**src/rtl/ram_sync_param_pkg.sv**
```systemverilog
// ram_sync_param_pkg: shared FSM encoding and read-during-write mode constants
package ram_sync_param_pkg;
  localparam logic [0:0] ST_INIT = 1'b0;
  localparam logic [0:0] ST_RUN = 1'b1;
  localparam int RD_FIRST = 0;
  localparam int WR_FIRST = 1;
endpackage

```
**src/rtl/ram_if.sv**
```systemverilog
// ram_if: request/response bundle between a RAM user and ram_sync_param
interface ram_if #(
  parameter int DATA_W = 4,
  parameter int ADDR_W = 3
);
  logic clr;
  logic wr;
  logic rd;
  logic [ADDR_W-1:0] add;
  logic [DATA_W-1:0] data_in;
  logic [DATA_W-1:0] data_out;
  logic rd_valid;
  logic init_busy;
  modport master (output clr, wr, rd, add, data_in, input data_out, rd_valid, init_busy);
  modport slave (input clr, wr, rd, add, data_in, output data_out, rd_valid, init_busy);
endinterface

```
**src/rtl/ram_init_seq.sv**
```systemverilog
// ram_init_seq: zeroing sweep counter and INIT/RUN FSM for ram_sync_param
module ram_init_seq
  import ram_sync_param_pkg::*;
#(
  parameter int ADDR_W = 3,
  parameter int DEPTH = 8
) (
  input  logic clk,
  input  logic rst_n,
  input  logic clr,
  output logic init_busy,
  output logic init_we,
  output logic [ADDR_W-1:0] init_addr
);
  // One extra bit so DEPTH == 2**ADDR_W never wraps the counter
  localparam logic [ADDR_W:0] LAST = (ADDR_W+1)'(DEPTH-1);
  logic [0:0] state;
  logic [ADDR_W:0] cnt;
  always_ff @(posedge clk or negedge rst_n) begin
    if (!rst_n) begin
      state <= ST_INIT;
      cnt <= '0;
    end else if (clr) begin
      state <= ST_INIT;
      cnt <= '0;
    end else if (state == ST_INIT) begin
      state <= (cnt == LAST) ? ST_RUN : ST_INIT;
      cnt <= (cnt == LAST) ? '0 : cnt + 1'b1;
    end
  end
  assign init_busy = (state == ST_INIT);
  assign init_we = init_busy;
  assign init_addr = cnt[ADDR_W-1:0];
endmodule

```
**src/rtl/ram_sync_param.sv**
```systemverilog
// ram_sync_param: single-port synchronous RAM with zeroing sweep and optional output register
module ram_sync_param
  import ram_sync_param_pkg::*;
#(
  parameter int DATA_W = 4,
  parameter int ADDR_W = 3,
  parameter int DEPTH = 8,
  parameter int RD_MODE = 0,
  parameter int OUT_REG = 0
) (
  input logic clk,
  input logic rst_n,
  ram_if.slave bus
);
  localparam logic [ADDR_W:0] LIM = (ADDR_W+1)'(DEPTH);
  logic [DATA_W-1:0] mem [DEPTH];
  logic init_we, busy, in_range, acc, p_valid;
  logic [ADDR_W-1:0] init_addr;
  logic [DATA_W-1:0] rd_word, p_data;
  ram_init_seq #(.ADDR_W(ADDR_W), .DEPTH(DEPTH)) u_seq (
    .clk(clk),
    .rst_n(rst_n),
    .clr(bus.clr),
    .init_busy(busy),
    .init_we(init_we),
    .init_addr(init_addr)
  );
  assign bus.init_busy = busy;
  always_comb begin
    in_range = {1'b0, bus.add} < LIM;
    acc = bus.rd && !busy;
    rd_word = !in_range ? '0 : (RD_MODE == WR_FIRST && bus.wr) ? bus.data_in : mem[bus.add];
  end
  always_ff @(posedge clk) begin
    if (init_we) mem[init_addr] <= '0;
    else if (bus.wr && in_range) mem[bus.add] <= bus.data_in;
  end
  if (OUT_REG != 0) begin : g_reg
    always_ff @(posedge clk or negedge rst_n) begin
      if (!rst_n) begin
        p_valid <= 1'b0;
        p_data <= '0;
      end else begin
        p_valid <= acc;
        if (acc) p_data <= rd_word;
      end
    end
  end else begin : g_noreg
    assign p_valid = acc;
    assign p_data = rd_word;
  end
  // Final stage is not gated by busy so reads already in flight still land
  always_ff @(posedge clk or negedge rst_n) begin
    if (!rst_n) begin
      bus.rd_valid <= 1'b0;
      bus.data_out <= '0;
    end else begin
      bus.rd_valid <= p_valid;
      if (p_valid) bus.data_out <= p_data;
    end
  end
endmodule

```
**src/flat_wrapper.sv**
```systemverilog
// flat-port wrapper written by rule: the top's interface ports become plain ports
module ram_sync_param_flat import ram_sync_param_pkg::*;
#(
  parameter int DATA_W = 4,
  parameter int ADDR_W = 3,
  parameter int DEPTH = 8,
  parameter int RD_MODE = 0,
  parameter int OUT_REG = 0
)
  (clk, rst_n, bus_clr, bus_wr, bus_rd, bus_add, bus_data_in, bus_data_out, bus_rd_valid, bus_init_busy);
  ram_if #(.DATA_W(DATA_W), .ADDR_W(ADDR_W)) bus_i ();
  input logic clk;
  input logic rst_n;
  input wire logic [$bits(bus_i.clr)-1:0] bus_clr;
  input wire logic [$bits(bus_i.wr)-1:0] bus_wr;
  input wire logic [$bits(bus_i.rd)-1:0] bus_rd;
  input wire logic [$bits(bus_i.add)-1:0] bus_add;
  input wire logic [$bits(bus_i.data_in)-1:0] bus_data_in;
  output wire logic [$bits(bus_i.data_out)-1:0] bus_data_out;
  output wire logic [$bits(bus_i.rd_valid)-1:0] bus_rd_valid;
  output wire logic [$bits(bus_i.init_busy)-1:0] bus_init_busy;
  assign bus_i.clr = bus_clr;
  assign bus_i.wr = bus_wr;
  assign bus_i.rd = bus_rd;
  assign bus_i.add = bus_add;
  assign bus_i.data_in = bus_data_in;
  assign bus_data_out = bus_i.data_out;
  assign bus_rd_valid = bus_i.rd_valid;
  assign bus_init_busy = bus_i.init_busy;
  ram_sync_param #(.DATA_W(DATA_W), .ADDR_W(ADDR_W), .DEPTH(DEPTH), .RD_MODE(RD_MODE), .OUT_REG(OUT_REG)) u_core (.clk(clk), .rst_n(rst_n), .bus(bus_i));
endmodule
```
**config.mk**
```make
export PLATFORM = sky130hd
export DESIGN_NAME = ram_sync_param_flat
export DESIGN_NICKNAME = d
export VERILOG_FILES = /design/src/rtl/ram_sync_param_pkg.sv /design/src/rtl/ram_if.sv /design/src/rtl/ram_init_seq.sv /design/src/rtl/ram_sync_param.sv /design/src/flat_wrapper.sv
export SDC_FILE = /design/constraint.sdc
export NUM_CORES = 1
export LEC_CHECK = 0
export CAP_MARGIN = 0
export CORE_ASPECT_RATIO = 1.1
export CORE_MARGIN = 2
export CORE_UTILIZATION = 25
export CTS_CLUSTER_DIAMETER = 80
export DETAILED_ROUTE_END_ITERATION = 8
export PLACE_DENSITY = 0.41
export SYNTH_ARGS = -nofsm -noshare
export SYNTH_HDL_FRONTEND = slang
export SYNTH_SLANG_ARGS = --single-unit
```
**constraint.sdc**
```tcl
create_clock -name clk -period 3.83 [get_ports clk]
set_input_delay 1.149 -clock clk [delete_from_list [all_inputs] [get_ports clk]]
set_output_delay 1.149 -clock clk [all_outputs]
set_load 0.005 [all_outputs]
```
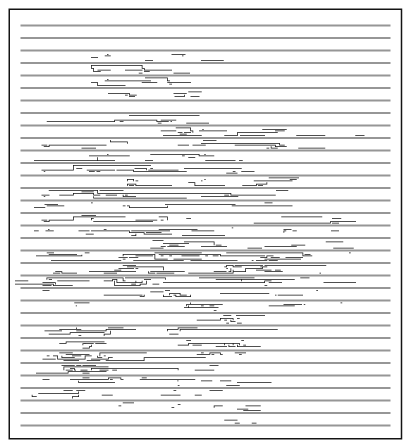
Fig. 1. M1 wires (run 1).
Supply wires on this layer in grey.
nets with wire on the layer: 151
wire length on this layer: 1660 um

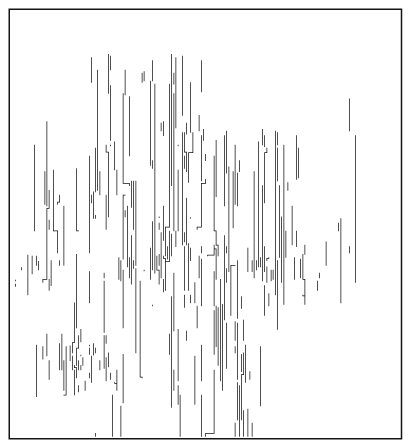
Fig. 2. Met2 routing (run 1).
longest straight run: 41.1 um
share of all routed wire: 52%
wire length on this layer: 1970 um
nets with wire on the layer: 144

==> impl_table.tex, run 1 <==
% Synthesis and place-and-route results
\begin{tabular}{lr}
\hline
Metric & Value \\
\hline
\multicolumn{2}{l}{\textbf{Pwr}} \\
\quad Clock group share of total power & 30.3\% \\
\quad Clock group total power & 0.281 mW \\
\quad Cell-internal power & 0.7052 mW \\
\quad Combinational fraction of design power & 11.8\% \\
\quad Share of total power consumed by net switching & a little under a quarter \\
\quad P\_seq & 0.537 mW \\
\quad Total chip power & 0.9271 mW \\
\quad Static leakage & 0.7770 nW \\
\quad Net switching power & 0.2219 mW \\
\multicolumn{2}{l}{\textbf{Clock network}} \\
\quad Source-to-sink clock delay at the later pin of the worst-skew pair & just under 0.3 ns \\
\quad Number of buffers inserted during clock tree synthesis & 5 \\
\quad Number of buffers inserted by hold repair at cts & 0 \\
\quad Clk pin slew, worst setup/hold paths & 0.08 ns \\
\quad Max Buffers Root-to-Sink & 2 \\
\quad Post-CTS Setup Inserts & 0 \\
\quad Clock net sink count & 42 \\
\multicolumn{2}{l}{\textbf{Die}} \\
\quad Die X-Extent & 85.03 um \\
\quad Std cell rows & 32 \\
\quad Chip Area & 7918 sq um \\
\quad Core region area & 7007 sq um \\
\quad Floorplan Utilization & 25.77\% \\
\multicolumn{2}{l}{\textbf{Hold path}} \\
\quad Hold Startpoint & u\_core.bus.data\_out[3] \\
\multicolumn{2}{l}{\textbf{Routing}} \\
\quad Number of DRC markers after the initial detailed-route iteration & a little under 60 \\
\quad Wire per inst & 16.36 um \\
\quad Antenna-violating nets left & 0 \\
\multicolumn{2}{l}{\textbf{Setup path}} \\
\quad Setup CP Type & in2reg \\
\quad Endpoint type of the worst setup path & flip-flop \\
\quad Critical path startpoint category & primary input \\
\quad Critical Path Max Stage Delay & approximately 0.78 ns \\
\multicolumn{2}{l}{\textbf{Global route}} \\
\quad Pin count of the biggest net entering global routing & 15 \\
\multicolumn{2}{l}{\textbf{Placement}} \\
\quad Worst Setup Slack post-DPL & 0.8075 ns \\
\quad DPL Wire Length & 2.893 mm \\
\quad Count of input and output buffers & 17 \\
\multicolumn{2}{l}{\textbf{Final timing}} \\
\quad Final worst path period share & 70.87\% \\
\quad Worst-case headroom to the max-slew limit & 66.50\% \\
\quad Final-report max-slew violation count & 0 \\
\quad Fmax & 368.4 MHz \\
\multicolumn{2}{l}{\textbf{Layout}} \\
\quad Layout cell share with drive strength beyond 1 & 14.19\% \\
\quad \# nets final & 160 \\
\multicolumn{2}{l}{\textbf{Synth}} \\
\quad Post-synth design cell area & $\sim$1800 sq um \\
\quad Top cell type by instance count after synthesis & edfxtp\_1 \\
\quad Synthesized flop and latch total & 42 \\
\multicolumn{2}{l}{\textbf{Run status}} \\
\quad Status & finished clean \\
\multicolumn{2}{l}{\textbf{Run}} \\
\quad Warning total across the stage logs & 26 \\
\hline
\end{tabular}
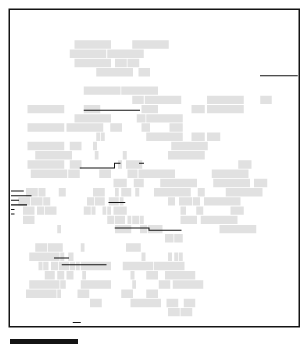
Fig. 3. Met3 routing (run 1).
Bar = 20 um. Cells faint in the background.
wire length on this layer: 102 um
main direction: horizontal

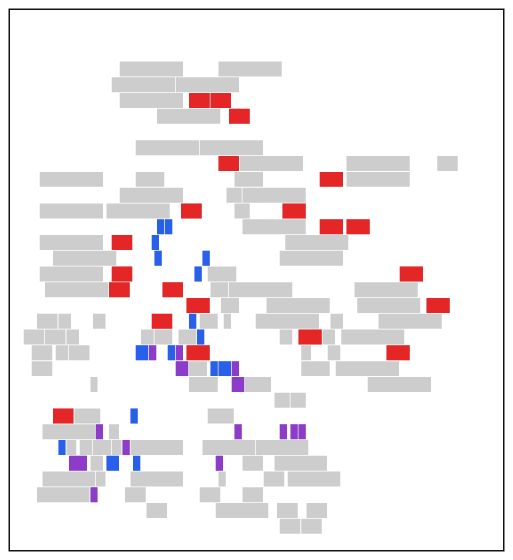
Fig. 4. Logic cells by family (run 1).
legend:
  NAND gates:
    colour: purple
    cells: 14
  NOR gates:
    colour: blue
    cells: 16
  multiplexers:
    colour: red
    cells: 21

## run 1: layout by cell type, fill, tap and decap left out, types with 2 or more instances in the layout
cell type / count
mux2i_1: 11
and3_1: 4
mux2_2: 9
a22o_1: 4
clkdlybuf4s50_1: 17
inv_1: 3
o31ai_2: 2
nor2_1: 13
nand2_1: 11
a21oi_1: 3
nand2b_1: 2
nor2b_1: 3
o31ai_1: 2
o22ai_1: 4
edfxtp_1: 32
clkbuf_8: 5
dfrtp_1: 10
## run 1: metal layers
layer	vias up	routed length, um	track usage (%)
met1	547	1662	12.58
met5	-	0	0
met3	5	102	1.942
li1	508	-	-
met2	21	1966	17.71
met4	0	80	4.365
## run 1: final cells by class
| class | instances | area (sq um) | area share, % |
|---|---|---|---|
| sequential | 42 | 1211 | 56.51 |
| multi-input combinational | 77 | 546.8 | 25.51 |
| timing repair buffer | 18 | 177.7 | 8.290 |
| tap | 85 | 106.4 | 4.962 |
| clock buffer | 5 | 68.82 | 3.211 |
| clock inverter | 3 | 21.27 | 0.9924 |
| inverter | 3 | 11.26 | 0.5254 |
## run 1: flip-flops by register name, indices dropped and copies added, names as in the netlist
register,cells
u_core.mem,32
u_core.bus.data_out,4
u_core.u_seq.cnt,4
u_core.bus.rd_valid,1
u_core.u_seq.state,1
## run 1: cell families after synthesis
| kind of cell | synth area share, % |
|---|---|
| adders and majority gates | 0.6929 |
| xor gates and xnor gates | 0.4852 |
| muxes | 12.34 |
| DFF | 67.08 |
| buffers and inverters | 2.633 |
| AOI/OAI and AO/OA | 7.483 |
| and+or+nand+nor | 9.287 |
## run 1: worst min-delay path, cell delays in order (launching register included)
cell and delay (ns):
dfrtp_1 0.35, nand2_1 0.06, o31ai_2 0.05
Fig. 5: run 1, clock routing
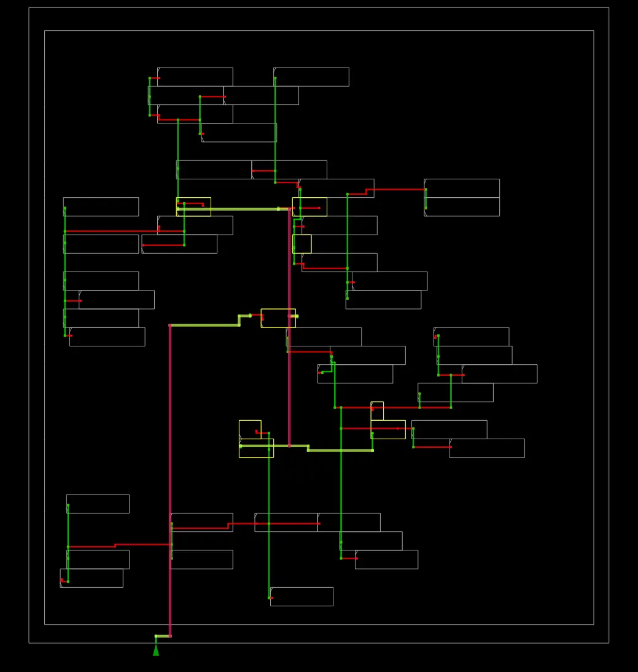

==> inputs of run 2 (changes only) <==
==> constraint.sdc (replaced) <==
create_clock -name clk -period 2.57 [get_ports clk]
set_input_delay 0.771 -clock clk [delete_from_list [all_inputs] [get_ports clk]]
set_output_delay 0.771 -clock clk [all_outputs]
set_load 0.005 [all_outputs]
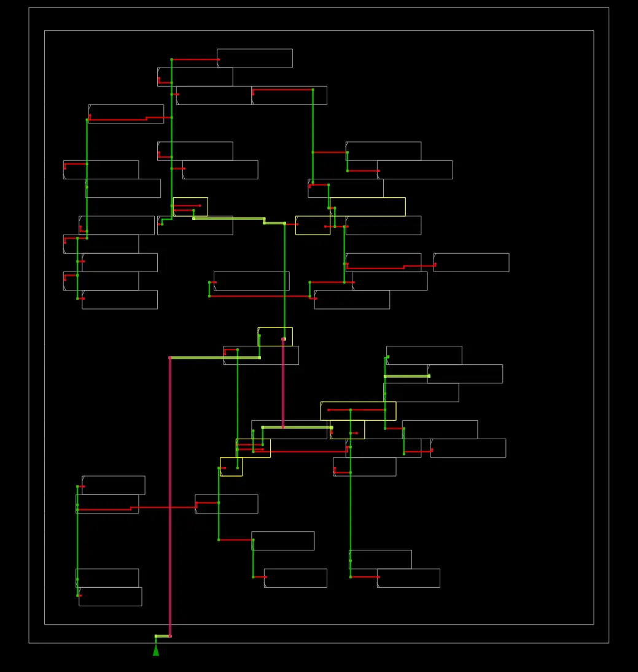
Fig. 6. Clock routing (run 2).
clock group total power: 0.622 mW
source-to-sink clock delay at the later pin of the worst-skew pair: 0.29 ns
tally of clock buffers in the finished layout: 5
number of buffers inserted during clock tree synthesis: 5
Fin Clk Skew: 0.005232 ns

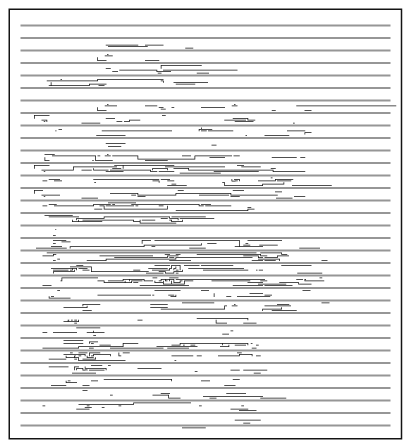
Fig. 7. M1 wires (run 2).
Supply wires on this layer in grey.
nets with wire on the layer: 151
longest straight run: 45.5 um
wire length on this layer: 1690 um

==> run 2 against run 1 <==
Cell count grew 2.1%. Area after synthesis is the same. Total power grew 72%. Design area rose by 4.6%. Worst setup slack got worse by 0.81 ns. Sequential share of layout area is 2.5 points lower. Critical path type is now reg2out. Clock skew grew 0.0012 ns. Worst hold slack worse by 0.0039 ns. Critical path depth shrank 2. Die size did not move. Via count down 1.9%.
==> impl_table.tex, run 2 <==
% Synthesis and place-and-route results
\begin{tabular}{lr}
\hline
Metric & Value \\
\hline
\multicolumn{2}{l}{\textbf{Pwr}} \\
\quad Combinational fraction of design power & 10.8\% (-1.0 points) \\
\quad Clock group share of total power & 39.1\% (+8.8 points) \\
\quad Net switching power & 0.3354 mW (+51\%) \\
\quad Power density over cell area & slightly above 700 nW/um\^{}2 \\
\quad Share of total power consumed by net switching & 21.07\% (-2.9 points) \\
\quad Total chip power & 1.592 mW (+72\%) \\
\quad Max IR drop VDD & 0.0003181 V \\
\quad Static leakage & 0.8298 nW (+6.8\%) \\
\quad Cell-internal power & 1.257 mW (+78\%) \\
\multicolumn{2}{l}{\textbf{Clock network}} \\
\quad Number of buffers inserted by hold repair at cts & 0 (unchanged) \\
\quad Post-CTS Setup Inserts & 0 (unchanged) \\
\quad Clk pin slew, worst setup/hold paths & 0.08 ns (about the same) \\
\quad TritonCTS clock tree & built \\
\quad Clock net sink count & 42 (unchanged) \\
\quad Max Buffers Root-to-Sink & 2 (unchanged) \\
\multicolumn{2}{l}{\textbf{Layout}} \\
\quad Commonest cells after routing, fill and taps aside & edfxtp\_1, clkdlybuf4s50\_1, nor2\_1 \\
\quad Layout cell share with drive strength beyond 1 & 16.99\% (+2.8 points) \\
\quad Inverters & 3 (unchanged) \\
\quad Flip-flop count of the largest register after layout & 32 (unchanged) \\
\quad Logic area & 546.8 sq um (unchanged) \\
\quad \# nets final & 165 (+3.1\%) \\
\quad Non-Clock Buffer Area Fraction & 10.16\% (+1.9 points) \\
\quad Leading cell type in the layout, fill and taps excluded & edfxtp\_1 \\
\quad Largest registers & u\_core.mem: 32 flops, u\_core.bus.data\_out: 4 flops, u\_core.u\_seq.cnt: 4 flops \\
\quad Count of non-CTS buffers in the layout & 23 (+5) \\
\quad Register area & 1211 sq um (unchanged) \\
\quad Number of inserted diodes & 0 \\
\quad Number of flip-flops and latches & 42 (unchanged) \\
\quad Clk tree area frac & 6.142\% (+1.9 points) \\
\quad Fraction of area in multi-input gates & 24.40\% (-1.1 points) \\
\quad Most flops, register & u\_core.mem \\
\quad Flop share of the area & 54.05\% (-2.5 points) \\
\quad Number of combinational gates with multiple inputs & 77 (unchanged) \\
\quad Largest cell class & flip-flops and latches \\
\multicolumn{2}{l}{\textbf{Placement}} \\
\quad Count of input and output buffers & 17 (unchanged) \\
\quad DPL Wire Length & 2.901 mm (+0.27\%) \\
\multicolumn{2}{l}{\textbf{Setup path}} \\
\quad Endpoint type of the worst setup path & output port \\
\quad Launching instance or port of the critical path & u\_core.u\_seq.state \\
\quad Capture instance of the worst register-to-register path & u\_core.mem[4][0] \\
\quad Critical path startpoint category & flip-flop \\
\quad Critical path destination & bus\_init\_busy \\
\quad Maximum fanout along the worst path & 13 \\
\quad Internal reg-to-reg setup slack & 0.71 ns \\
\quad Endpoint arrival time on the critical path & around 1.5 ns \\
\quad Number of cells traversed by the worst register-to-register path & 3 \\
\quad Setup CP Type & reg2out \\
\multicolumn{2}{l}{\textbf{Die}} \\
\quad Core region area & 7007 sq um (unchanged) \\
\quad Std cell rows & 32 (unchanged) \\
\quad Chip Area & 7918 sq um (unchanged) \\
\quad Die X-Extent & 85.03 um (unchanged) \\
\quad Floorplan Utilization & 25.77\% (unchanged) \\
\quad Tapcell count & 85 (unchanged) \\
\multicolumn{2}{l}{\textbf{Hold path}} \\
\quad Worst hold path class & reg2reg \\
\multicolumn{2}{l}{\textbf{Routing}} \\
\quad Number of design rule violations left after detail routing & 0 \\
\quad Number of DRC markers after the initial detailed-route iteration & 53 (-8.6\%) \\
\quad Wire per inst & 16.05 um (-1.9\%) \\
\quad Antenna-violating nets left & 0 (unchanged) \\
\multicolumn{2}{l}{\textbf{Synth}} \\
\quad AND/OR/NAND/NOR Cells, Area Fraction & 9.286\% (unchanged) \\
\quad Proportion of synthesized area in mux cells & 12.34\% (unchanged) \\
\quad Library cell occupying the most area in the post-synthesis netlist & edfxtp\_1 \\
\quad Parity-gate share of the synthesized area counting xor and xnor cells & 0.4851\% (unchanged) \\
\quad Ys cells & 125 \\
\quad Warnings from Yosys & 0 \\
\quad Top cell type by instance count after synthesis & edfxtp\_1 \\
\quad Number of enable flip-flop cells & 32 \\
\quad Synthesized flop and latch total & 42 (unchanged) \\
\quad Post-synth design cell area & 1805 sq um (unchanged) \\
\quad Synth Instances & 125 \\
\quad Dominant Register Cell & edfxtp\_1 \\
\quad Area fraction in full adders, half adders and majority gates & 0.6930\% (unchanged) \\
\quad Main logic family after synthesis & multiplexers \\
\quad Share of the synthesized area in the top cell type & around 53\% \\
\quad Synth Area in Compound Gates & 7.484\% (unchanged) \\
\multicolumn{2}{l}{\textbf{Global route}} \\
\quad Pin count of the biggest net entering global routing & 17 (+2) \\
\quad Overall track demand over capacity in global routing & 10.14\% \\
\multicolumn{2}{l}{\textbf{Final timing}} \\
\quad Worst-case headroom to the max-slew limit & 67.97\% (+1.5 points) \\
\quad Unrepaired setup endpoints after global routing & no \\
\quad Final number of setup-violating endpoints & 0 \\
\quad Final worst path period share & 88.02\% \\
\quad Setup Total Neg Slack & 0 ns \\
\quad Fmax & 442.1 MHz \\
\quad Count of endpoints failing hold in the final timing report & 0 \\
\quad Final-report max-slew violation count & 0 (unchanged) \\
\multicolumn{2}{l}{\textbf{Run}} \\
\quad Warning total across the stage logs & 26 (unchanged) \\
\multicolumn{2}{l}{\textbf{Run status}} \\
\quad Status & finished clean \\
\hline
\end{tabular}
-- run 2: cell count changes in the layout (fill, tap and decap cells not counted) --
cell / before / now
buf_4: 1 / 5
clkinv_2: 1 / 0
clkinvlp_4: 1 / 0
bufinv_16: 0 / 2
buf_12: 0 / 1
-- run 2: through the flow --
step           hold WS (ns)  utilization [%]  cell area [sq um]  instances  setup WS (ns)
6_report             0.4928            31.98               2241        238         0.3079
5_1_grt              0.5318            31.98               2241        238         0.1618
4_1_cts              0.4983            31.98               2241        238         0.2817
3_5_place_dp         0.4804            30.02               2103        230        0.09286
3_3_place_gp         0.4763            30.02               2103        230        0.09810
2_1_floorplan        0.4726                -               1805        125         0.7303
-- run 2: per-layer routing --
metal,part of all wire (%),GRT usage (%)
met3,2.4,1.765
met4,1.4,4.365
met5,0,0
met2,52,18.16
met1,44,11.81
-- run 2: worst min-delay path by stage --
| stage | startpoint | to | cells after the start |
|---|---|---|---|
| final | u_core.bus.data_out[1] | u_core.bus.data_out[1] | 2 |
| after detailed placement | u_core.bus.data_out[1] | u_core.bus.data_out[1] | 2 |
| after floorplan | u_core.bus.data_out[0] | u_core.bus.data_out[0] | 2 |
| after global placement | u_core.bus.data_out[0] | u_core.bus.data_out[0] | 2 |
| after global routing | u_core.bus.data_out[3] | u_core.bus.data_out[3] | 2 |
| after CTS | u_core.bus.data_out[1] | u_core.bus.data_out[1] | 2 |
-- run 2: critical path, cell delays in order, from the launching register on --
cell             delay [ns]
dfrtp_1                0.52
inv_1                  0.16
clkdlybuf4s50_1        0.52
-- run 2: power groups by stage --
stage	Combinational, mW	Clock (mW)	Sequential, mW
detailed placement	0.176	0	0.814
floorplan	0.0887	0	0.810
global placement	0.173	0	0.812
finish	0.172	0.622	0.798
global route	0.189	0.667	0.804
CTS	0.177	0.635	0.799
==> inputs of run 3 (changes only) <==
--- a/config.mk
+++ b/config.mk
@@ -9,6 +9,7 @@
 export CORE_ASPECT_RATIO = 1.1
 export CORE_MARGIN = 2
 export CORE_UTILIZATION = 25
+export CTS_BUF_LIST = sky130_fd_sc_hd__clkbuf_8 sky130_fd_sc_hd__clkbuf_16
 export CTS_CLUSTER_DIAMETER = 80
 export DETAILED_ROUTE_END_ITERATION = 8
 export PLACE_DENSITY = 0.41
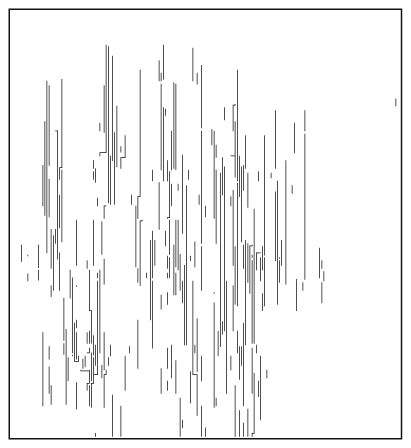
Fig. 8. Met2 routing (run 3).
nets with wire on the layer: 146
wire length on this layer: 1990 um
share of all routed wire: 52%
longest straight run: 37.7 um

==> run 3 against run 2 <==
Fmax unchanged. Cell count did not move. Total power unchanged. Count of clock-buffer cells in the layout unchanged. Sequential cell count is the same. Area after synthesis unchanged. Non-clock buffer count is the same. Critical path depth unchanged. Via count unchanged. Clock power hardly changed. Worst hold slack stayed put.
==> impl_table.tex, run 3 <==
% Synthesis and place-and-route results
\begin{tabular}{lr}
\hline
Metric & Value \\
\hline
\multicolumn{2}{l}{\textbf{Setup path}} \\
\quad Maximum fanout along the worst path & 13 (unchanged) \\
\quad Critical path startpoint category & flip-flop \\
\quad Endpoint type of the worst setup path & output port \\
\quad Worst-path cell with the longest stage delay & dfrtp\_1 \\
\quad Critical Path Max Stage Delay & 0.52 ns (about the same) \\
\quad List of cells traversed by the critical path & inv\_1 > clkdlybuf4s50\_1 \\
\quad Setup CP Type & reg2out \\
\quad Launching instance or port of the critical path & u\_core.u\_seq.state \\
\multicolumn{2}{l}{\textbf{Layout}} \\
\quad Flip-flop count of the largest register after layout & 32 (unchanged) \\
\quad Leading cell type in the layout, fill and taps excluded & edfxtp\_1 \\
\quad Commonest cells after routing, fill and taps aside & edfxtp\_1, clkdlybuf4s50\_1, nor2\_1 \\
\quad Register area & 1211 sq um (unchanged) \\
\quad Final design instance area without fill & 2241 sq um (unchanged) \\
\quad \# nets final & 165 (unchanged) \\
\multicolumn{2}{l}{\textbf{Placement}} \\
\quad Placed cell count & 230 (unchanged) \\
\quad Count of input and output buffers & 17 (unchanged) \\
\quad DPL Wire Length & 2.901 mm (unchanged) \\
\quad Placement Cell Area & 2103 sq um (unchanged) \\
\multicolumn{2}{l}{\textbf{Final timing}} \\
\quad Final-report max-slew violation count & 0 (unchanged) \\
\quad Final worst path period share & 88.02\% (unchanged) \\
\quad Worst Slack Setup Final & 0.3079 ns (unchanged) \\
\quad Final number of setup-violating endpoints & 0 (unchanged) \\
\quad Fmax & 442.1 MHz (unchanged) \\
\quad Count of endpoints failing hold in the final timing report & 0 (unchanged) \\
\quad Unrepaired setup endpoints after global routing & no \\
\quad Setup Total Neg Slack & 0 ns (unchanged) \\
\multicolumn{2}{l}{\textbf{Pwr}} \\
\quad Static leakage & 0.8298 nW (unchanged) \\
\quad Biggest power consumer among the groups & registers \\
\quad Clock group share of total power & 39.1\% (about the same) \\
\quad Power density over cell area & 710.4 nW/um\^{}2 (unchanged) \\
\quad Share of total power consumed by net switching & 21.07\% (unchanged) \\
\quad Total chip power & 1.592 mW (unchanged) \\
\quad Combinational fraction of design power & 10.8\% (about the same) \\
\quad P\_seq & 0.798 mW (about the same) \\
\quad Clock group total power & 0.622 mW (about the same) \\
\multicolumn{2}{l}{\textbf{Clock network}} \\
\quad Clock net sink count & 42 (unchanged) \\
\quad Post-CTS Setup Inserts & 0 (unchanged) \\
\quad Max Buffers Root-to-Sink & 2 (unchanged) \\
\multicolumn{2}{l}{\textbf{Run}} \\
\quad Warning total across the stage logs & 26 (unchanged) \\
\multicolumn{2}{l}{\textbf{Run status}} \\
\quad Status & finished clean \\
\multicolumn{2}{l}{\textbf{Synth}} \\
\quad Post-synth design cell area & 1805 sq um (unchanged) \\
\quad Synth Instances & 125 (unchanged) \\
\quad Share of the synthesized area in the top cell type & 53.22\% (unchanged) \\
\quad Top cell type by instance count after synthesis & edfxtp\_1 \\
\quad Synthesized flop and latch total & 42 (unchanged) \\
\quad Library cell occupying the most area in the post-synthesis netlist & edfxtp\_1 \\
\multicolumn{2}{l}{\textbf{Global route}} \\
\quad Pin count of the biggest net entering global routing & 17 (unchanged) \\
\quad Overall track demand over capacity in global routing & 10.14\% (unchanged) \\
\multicolumn{2}{l}{\textbf{Die}} \\
\quad Floorplan Utilization & 25.77\% (unchanged) \\
\quad Die X-Extent & 85.03 um (unchanged) \\
\quad Chip Area & 7918 sq um (unchanged) \\
\quad Core region area & 7007 sq um (unchanged) \\
\multicolumn{2}{l}{\textbf{Hold path}} \\
\quad Worst hold path class & reg2reg \\
\hline
\end{tabular}
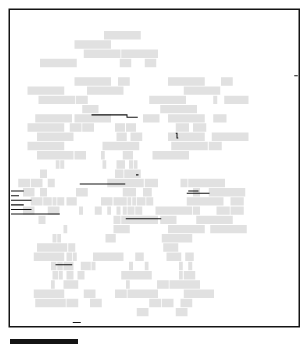
Fig. 9. Met3 routing (run 3).
Bar = 20 um. Cells faint in the background.
share of all routed wire: 2.4%
wire length on this layer: 90.3 um
main direction: horizontal
nets with wire on the layer: 13
longest straight run: 14.0 um

run 3: cell counts in the layout (fill, tap and decap cells not counted):
Identical to the previous run, type by type.
run 3: layout make-up:
type	instances	area share [%]
Multi-Input combinational cell	77	24.40
Timing Repair Buffer	23	10.16
Inverter	3	0.5025
Tap cell	85	4.746
Sequential cell	42	54.05
Clock inverter	3	3.071
Clock buffer	5	3.071
run 3: worst min-delay path by stage:
stage | cells after the start | endpoint | slack [ns] | start
after global routing | 2 | u_core.bus.data_out[3] | 0.53 | u_core.bus.data_out[3]
after global placement | 2 | u_core.bus.data_out[0] | 0.48 | u_core.bus.data_out[0]
after detailed placement | 2 | u_core.bus.data_out[1] | 0.48 | u_core.bus.data_out[1]
after floorplan | 2 | u_core.bus.data_out[0] | 0.47 | u_core.bus.data_out[0]
final | 2 | u_core.bus.data_out[1] | 0.49 | u_core.bus.data_out[1]
after CTS | 2 | u_core.bus.data_out[1] | 0.50 | u_core.bus.data_out[1]
run 3: cell families (layout without fill, tap and decap cells):
family,Yosys count,in the layout,share of synthesized area [%]
mux,21,21,12.34
compound gates,18,18,7.483
flops,42,42,67.08
xor+xnor,1,1,0.4852
buf+inv,6,34,2.633
simple gates,36,36,9.287
fa+ha+maj,1,1,0.6929
run 3: layer usage:
| metal | global-route usage (%) | up-vias | wire (um) |
|---|---|---|---|
| met4 | 4.365 | 0 | 53 |
| met2 | 18.16 | 22 | 1989 |
| met5 | 0 | - | 0 |
| met1 | 11.81 | 514 | 1686 |
| met3 | 1.765 | 4 | 90 |
| li1 | - | 520 | - |
run 3: critical path, delay by kind of cell, from the launching register on:
| kind | cells | cell delay, ns |
|---|---|---|
| DFF | 1 | 0.52 |
| buffers and inverters | 2 | 0.68 |
Power and IR drop assume default switching activity.
